### src/rtl/conv_transpose3d_tap_scheduler.sv
// Gather-form tap sequencer for a cubic 3D transposed convolution: walks every output voxel,
// emits one MAC command per valid (input, weight) tap and a COMMIT after each voxel.
module conv_transpose3d_tap_scheduler #(
   parameter int unsigned IN_SIZE = 4,
   parameter int unsigned K       = 3,
   parameter int unsigned STRIDE  = 2,
   parameter int unsigned PAD     = 1,
   parameter int unsigned DIL     = 2,
   parameter int unsigned CIN     = 1,
   parameter int unsigned COUT    = 1,
   parameter int unsigned AW      = 16
) (
   input  logic          clk,
   input  logic          rst_n,
   input  logic          start,
   input  logic          abort,
   output logic          busy,
   output logic          done,
   output logic          cmd_valid,
   input  logic          cmd_ready,
   output logic          cmd_op,
   output logic          cmd_first,
   output logic [AW-1:0] cmd_in_addr,
   output logic [AW-1:0] cmd_w_addr,
   output logic [AW-1:0] cmd_out_addr
);

   localparam int unsigned OUT_SIZE = (IN_SIZE - 1) * STRIDE - 2 * PAD + DIL * (K - 1) + 1;
   localparam int unsigned OCW  = (OUT_SIZE > 1) ? $clog2(OUT_SIZE) : 1;
   localparam int unsigned KCW  = (K > 1) ? $clog2(K) : 1;
   localparam int unsigned CICW = (CIN > 1) ? $clog2(CIN) : 1;
   localparam int unsigned COCW = (COUT > 1) ? $clog2(COUT) : 1;
   localparam int unsigned NW   = $clog2(OUT_SIZE + PAD + 1) + 2;

   localparam longint unsigned Span     = 64'd1 << AW;
   localparam longint unsigned InWords  = 64'(CIN) * IN_SIZE * IN_SIZE * IN_SIZE;
   localparam longint unsigned WWords   = 64'(CIN) * COUT * K * K * K;
   localparam longint unsigned OutWords = 64'(COUT) * OUT_SIZE * OUT_SIZE * OUT_SIZE;

   if (InWords > Span || WWords > Span || OutWords > Span || STRIDE < 1 || DIL < 1 || K < 1)
   begin : g_cfg_check
      $error("conv_transpose3d_tap_scheduler: configuration does not fit the address width");
   end

   typedef enum logic [1:0] {StIdle, StScan, StCommit, StDone} state_e;

   state_e          state_q, state_d;
   logic [COCW-1:0] co_q, co_d;
   logic [OCW-1:0]  od_q, od_d, oh_q, oh_d, ow_q, ow_d;
   logic [CICW-1:0] ci_q, ci_d;
   logic [KCW-1:0]  kd_q, kd_d, kh_q, kh_d, kw_q, kw_d;
   logic            first_q, first_d;

   logic [AW:0]     ev_d, ev_h, ev_w;
   logic            tap_valid, last_tap, last_vox;

   // Returns {valid, input index} for one dimension of the gather-form tap.
   function automatic logic [AW:0] tap_eval(input logic [OCW-1:0] o, input logic [KCW-1:0] k);
      logic signed [NW-1:0] n;
      logic [NW-1:0]        q;
      logic                 ok;
      n  = NW'(o) + NW'(PAD) - NW'(k) * NW'(DIL);
      q  = $unsigned(n) / NW'(STRIDE);
      ok = !n[NW-1] && (($unsigned(n) % NW'(STRIDE)) == '0) && (32'(q) < IN_SIZE);
      return {ok, AW'(q)};
   endfunction

   always_comb begin
      ev_d      = tap_eval(od_q, kd_q);
      ev_h      = tap_eval(oh_q, kh_q);
      ev_w      = tap_eval(ow_q, kw_q);
      tap_valid = ev_d[AW] & ev_h[AW] & ev_w[AW];
      last_tap  = (ci_q == CICW'(CIN - 1)) && (kd_q == KCW'(K - 1)) &&
                  (kh_q == KCW'(K - 1)) && (kw_q == KCW'(K - 1));
      last_vox  = (co_q == COCW'(COUT - 1)) && (od_q == OCW'(OUT_SIZE - 1)) &&
                  (oh_q == OCW'(OUT_SIZE - 1)) && (ow_q == OCW'(OUT_SIZE - 1));
   end

   // Outputs depend only on registered state, so they hold still while a command is stalled.
   always_comb begin
      busy         = (state_q == StScan) || (state_q == StCommit);
      done         = (state_q == StDone);
      cmd_valid    = 1'b0;
      cmd_op       = 1'b0;
      cmd_first    = 1'b0;
      cmd_in_addr  = '0;
      cmd_w_addr   = '0;
      cmd_out_addr = '0;
      if ((state_q == StScan && tap_valid) || state_q == StCommit) begin
         cmd_valid    = 1'b1;
         cmd_out_addr = ((AW'(co_q) * AW'(OUT_SIZE) + AW'(od_q)) * AW'(OUT_SIZE) + AW'(oh_q))
                        * AW'(OUT_SIZE) + AW'(ow_q);
      end
      if (state_q == StScan && tap_valid) begin
         cmd_first   = first_q;
         cmd_in_addr = ((AW'(ci_q) * AW'(IN_SIZE) + ev_d[AW-1:0]) * AW'(IN_SIZE) + ev_h[AW-1:0])
                       * AW'(IN_SIZE) + ev_w[AW-1:0];
         cmd_w_addr  = (((AW'(ci_q) * AW'(COUT) + AW'(co_q)) * AW'(K) + AW'(kd_q)) * AW'(K)
                       + AW'(kh_q)) * AW'(K) + AW'(kw_q);
      end
      if (state_q == StCommit) begin
         cmd_op = 1'b1;
      end
   end

   always_comb begin
      state_d = state_q;
      co_d    = co_q;
      od_d    = od_q;
      oh_d    = oh_q;
      ow_d    = ow_q;
      ci_d    = ci_q;
      kd_d    = kd_q;
      kh_d    = kh_q;
      kw_d    = kw_q;
      first_d = first_q;
      case (state_q)
         StIdle: begin
            if (start) begin
               state_d = StScan;
               first_d = 1'b1;
            end
         end
         StScan: begin
            if (!tap_valid || cmd_ready) begin
               if (tap_valid) begin
                  first_d = 1'b0;
               end
               if (kw_q != KCW'(K - 1)) begin
                  kw_d = kw_q + 1'b1;
               end else begin
                  kw_d = '0;
                  if (kh_q != KCW'(K - 1)) begin
                     kh_d = kh_q + 1'b1;
                  end else begin
                     kh_d = '0;
                     if (kd_q != KCW'(K - 1)) begin
                        kd_d = kd_q + 1'b1;
                     end else begin
                        kd_d = '0;
                        ci_d = (ci_q != CICW'(CIN - 1)) ? ci_q + 1'b1 : '0;
                     end
                  end
               end
               if (last_tap) begin
                  state_d = StCommit;
               end
            end
         end
         StCommit: begin
            if (cmd_ready) begin
               first_d = 1'b1;
               state_d = last_vox ? StDone : StScan;
               if (ow_q != OCW'(OUT_SIZE - 1)) begin
                  ow_d = ow_q + 1'b1;
               end else begin
                  ow_d = '0;
                  if (oh_q != OCW'(OUT_SIZE - 1)) begin
                     oh_d = oh_q + 1'b1;
                  end else begin
                     oh_d = '0;
                     if (od_q != OCW'(OUT_SIZE - 1)) begin
                        od_d = od_q + 1'b1;
                     end else begin
                        od_d = '0;
                        co_d = (co_q != COCW'(COUT - 1)) ? co_q + 1'b1 : '0;
                     end
                  end
               end
            end
         end
         StDone: begin
            state_d = StIdle;
         end
         default: begin
            state_d = StIdle;
         end
      endcase
      // Abort overrides everything, including a simultaneous start or handshake.
      if (abort) begin
         state_d = StIdle;
         co_d    = '0;
         od_d    = '0;
         oh_d    = '0;
         ow_d    = '0;
         ci_d    = '0;
         kd_d    = '0;
         kh_d    = '0;
         kw_d    = '0;
         first_d = 1'b0;
      end
   end

   always_ff @(posedge clk) begin
      if (!rst_n) begin
         state_q <= StIdle;
         co_q    <= '0;
         od_q    <= '0;
         oh_q    <= '0;
         ow_q    <= '0;
         ci_q    <= '0;
         kd_q    <= '0;
         kh_q    <= '0;
         kw_q    <= '0;
         first_q <= 1'b0;
      end else begin
         state_q <= state_d;
         co_q    <= co_d;
         od_q    <= od_d;
         oh_q    <= oh_d;
         ow_q    <= ow_d;
         ci_q    <= ci_d;
         kd_q    <= kd_d;
         kh_q    <= kh_d;
         kw_q    <= kw_d;
         first_q <= first_d;
      end
   end

endmodule

### config.mk
export PLATFORM = sky130hd
export DESIGN_NAME = conv_transpose3d_tap_scheduler
export DESIGN_NICKNAME = d
export VERILOG_FILES = /design/src/rtl/conv_transpose3d_tap_scheduler.sv
export SDC_FILE = /design/constraint.sdc
export NUM_CORES = 1
export LEC_CHECK = 0
export CAP_MARGIN = 25
export CORE_MARGIN = 1
export CORE_UTILIZATION = 50
export CTS_CLUSTER_SIZE = 20
export DETAILED_ROUTE_END_ITERATION = 8
export PLACE_DENSITY = 0.8
export SYNTH_ARGS = -nofsm -noshare
export SYNTH_HDL_FRONTEND = slang
export SYNTH_SLANG_ARGS = --single-unit
### constraint.sdc
create_clock -name clk -period 4.9 [get_ports clk]
set_input_delay 1.225 -clock clk [delete_from_list [all_inputs] [get_ports clk]]
set_output_delay 1.225 -clock clk [all_outputs]
set_load 0.005 [all_outputs]
Run 1, placed standard cells:
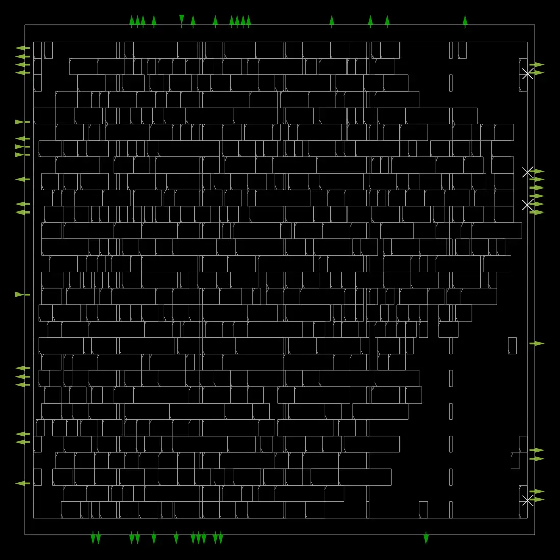
number of sequential storage elements: 21
non-filler instance count after layout: 567
sequential cell area share: 9.23%
area of the core: 6460 µm²
count of fill cells added during filler insertion: 441

Run 1, clock wires, drivers and flops:
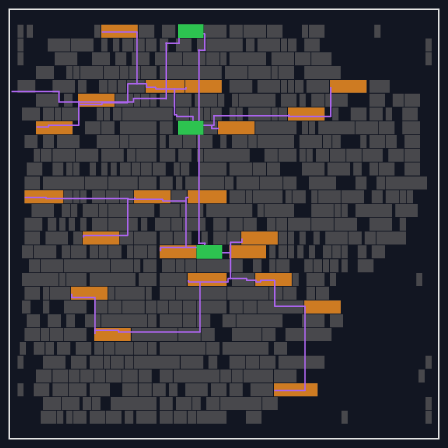
Purple shows clock wires, length 386 µm. Orange shows flip-flops, count 21. Green shows clock-net drivers, count 3.
There are 4 routed clock nets.

==> metrics.sh, run 1 <==
SYNTH_AREA_LEADER_CELL='sky130_fd_sc_hd__ha_1'
H-TREE-DEPTH=1
SYNTH.YOSYS.WARNINGS=0
YOSYSTOPAREACELLSHARE_PCT=29.1
WORST_HOLD_CLASS='flop to flop'
CLK_BUFFERS=3
DRT_DRC_VIOLATIONS_LEFT=8
CTS_HOLD_BUF=0
SETUP_SLACK_NS=-0.384
RUN_STATUS='complete, but fails checks'
FP.DIEW_UM=84.4
COMBAREAFRACTION_PCT=67.7
MAX_SLEW_MARGIN_PCT=35.7
VIAS=3221
ROUTED-WL-MET2_UM=5210
YOSYS_REGISTER_BITS=21
WL_MET1_UM=4090
MET1_GRT_UTIL_PCT=32.6
IO_BUFFERS=36
GROUTE.USAGE.OVERALL_PCT=27.6
POWER.NET_SWITCHING_uW=107
SHARE_SEQ_OF_TOTAL_POWER_PCT=49.2
FAILED_CHECKS='design-rule violations, negative setup slack'
CELLPOWERDENSITY_nW_PER_UM2=75.9
FINAL-SETUP-VIOL-COUNT=5
FINALHOLDVIOLATIONS=0
CHIP_AREA_UM2=7130
GRT_FIRST_PASS_WIRELENGTH_UM=15600
VDD.IR_DROP.WORST_mV=0.113
DPL_CELL_AREA_UM2=4060
TIMING.FINAL.MAX_SLEW_VIOLATIONS=0
NUMBER_OF_TOP_LEVEL_DESIGN_PORTS=58
MASTER_OF_THE_SLOWEST_INSTANCE_ON_THE_CRITICAL_PATH='sky130_fd_sc_hd__dfxtp_2'
SEQUENTIALPOWER_uW=174
PG_COMB_uW=44.6
TIMING.CRITICAL_PATH.TO_TYPE='primary output'
CTS_POST_SETUP_BUFFERS_INSERTED=21
WORSTPATHARRIVAL_NS=4.06
SYNTH.YOSYS.NUM_CELLS=398
WORST_REG2REG_PATH_DEPTH=14
SETUP-TNS-FINAL_NS=-1.29
Run 1, placement by cell class:
Bar = 20 µm.
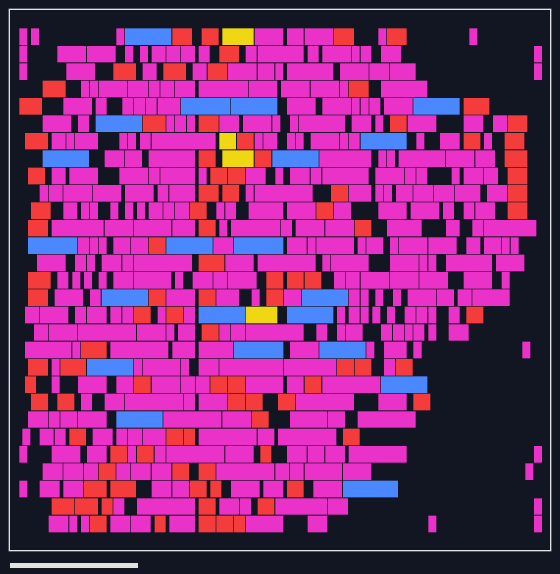
Yellow shows clock drivers and dummy loads, cells 4, share of their area 1.1%. Magenta shows remaining logic cells, cells 370, share of their area 73%. Red shows remaining buffers and delay cells, cells 95, share of their area 17%. Blue shows registers, cells 21, share of their area 9.4%.

-- run 1: kinds of logic (layout without fill, tap and decap cells) --
| family | Yosys count | after routing | synth area share, % |
|---|---|---|---|
| other | 1 | 21 | 0.110 |
| AND-OR/OR-AND | 79 | 79 | 14.9 |
| XOR/XNOR | 33 | 33 | 9.36 |
| adder cells (fa/ha/maj) | 91 | 91 | 35.9 |
| AND/OR/NAND/NOR | 97 | 98 | 15.5 |
| buffers and inverters | 72 | 143 | 10.8 |
| multiplexers | 4 | 4 | 1.18 |
| flip-flops | 21 | 21 | 12.4 |
-- run 1: sequential cells by signal (all words and copies together) (netlist names) --
name and cells:
first_q 1, kd_q 2, kh_q 2, kw_q 2, od_q 4, oh_q 4, ow_q 4, state_q 2
--- run 2 (diff from run 1) ---
Settings changed: REMOVE_ABC_BUFFERS set to 1.
Run 2, signal wires by layer:
Bar = 20 µm. Two of the layers only.
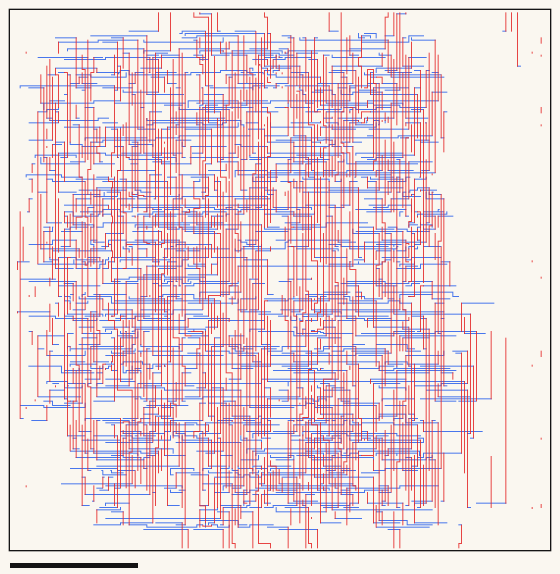
Red shows M2, wire length 5,870 µm. Blue shows M1, wire length 4,630 µm.

==> run 2 against run 1 <==
Effect of this change:
- the flow still finishes with violations (design-rule violations, negative setup slack)
- via count up 9.3%
- sequential power barely moved
- design area grew 4.3%
- synthesized cell count stayed put
- setup slack improved by 0.034 ns
- utilization up 3.1 points
- global-route usage rose by 0.79 points
- largest cell class unchanged
- highest routed layer unchanged
==> metrics.sh, run 2 <==
SYNTH.YOSYS.WARNINGS=0  # unchanged
NUMBER_OF_TOP_LEVEL_DESIGN_PORTS=58  # unchanged
CTS_HOLD_BUF=0  # unchanged
TIMING.CRITICAL_PATH.TO_TYPE='primary output'  # unchanged
NUMBER_OF_SEQUENTIAL_STORAGE_ELEMENTS=21  # unchanged
DPL_CELL_AREA_UM2=4040  # was 4060 µm²
ROUTED-WL-MET2_UM=5870  # was 5210 µm
TOP_REGS='od_q x4, oh_q x4, ow_q x4'  # unchanged
FAILED_CHECKS='design-rule violations, negative setup slack'  # unchanged
MASTER_OF_THE_SLOWEST_INSTANCE_ON_THE_CRITICAL_PATH='sky130_fd_sc_hd__dfxtp_2'  # unchanged
IO_BUFFERS=36  # unchanged
CELLPOWERDENSITY_nW_PER_UM2=71.2  # was 75.9 nW/µm²
CHIP_AREA_UM2=7130  # unchanged
MAX_SLEW_MARGIN_PCT=35.9  # was 35.7%
SYNTH_AREA_LEADER_CELL='sky130_fd_sc_hd__ha_1'  # unchanged
SHARE_SEQ_OF_TOTAL_POWER_PCT=49.6  # was 49.2%
PG_COMB_uW=45.5  # was 44.6 µW
WORSTPATHARRIVAL_NS=4.03  # was 4.06 ns
DRT_DRC_VIOLATIONS_LEFT=10  # was 8
FINAL-SETUP-VIOL-COUNT=8  # was 5
SYNTH.YOSYS.NUM_CELLS=398  # unchanged
FP.DIEW_UM=84.4  # unchanged
YOSYS_REGISTER_BITS=21  # unchanged
SEQUENTIALPOWER_uW=171  # was 174 µW
VIAS=3520  # was 3,221
WL_MET1_UM=4630  # was 4090 µm
RUN_STATUS='complete, but fails checks'  # unchanged
SETUP_SLACK_NS=-0.350  # was -0.384 ns
GROUTE.USAGE.OVERALL_PCT=28.4  # was 27.6%
Run 2, placed standard cells:
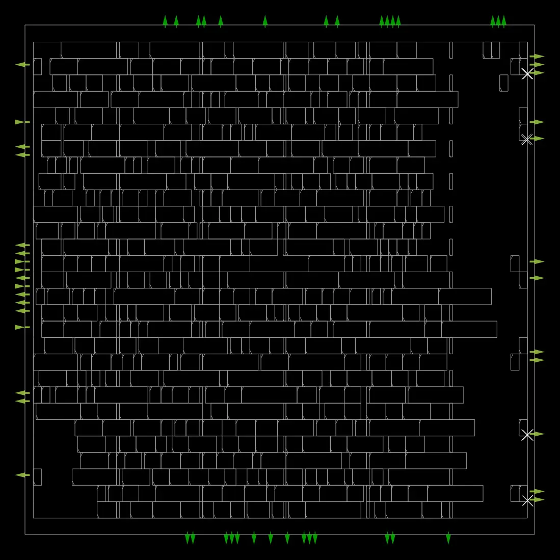
non-filler instance count after layout: 575
count of fill cells added during filler insertion: 399
sequential cell area share: 9.10%
number of tapcells: 77

==> run 2: cell counts after synthesis <==
No cell type changed its count.
==> run 2: cell families (layout without fill, tap and decap cells) <==
| group | count (synthesis) | count (layout) | share of synthesized area [%] |
|---|---|---|---|
| adders and majority gates | 91 | 91 | 35.9 |
| and+or+nand+nor | 97 | 98 | 15.5 |
| muxes | 4 | 4 | 1.18 |
| DFF | 21 | 21 | 12.4 |
| AOI/OAI and AO/OA | 79 | 79 | 14.9 |
| xor gates and xnor gates | 33 | 33 | 9.36 |
| buffers and inverters | 72 | 151 | 10.8 |
| other | 1 | 21 | 0.110 |
==> run 2: repair_timing <==
item / CTS / global route
setup buffers: 14 / 11
pin swaps: 45 / 34
setup endpoints to repair: 20 / 18
resized: 108 / 46
cloned: 1 / 0
Power is estimated from default activity; no workload was simulated.
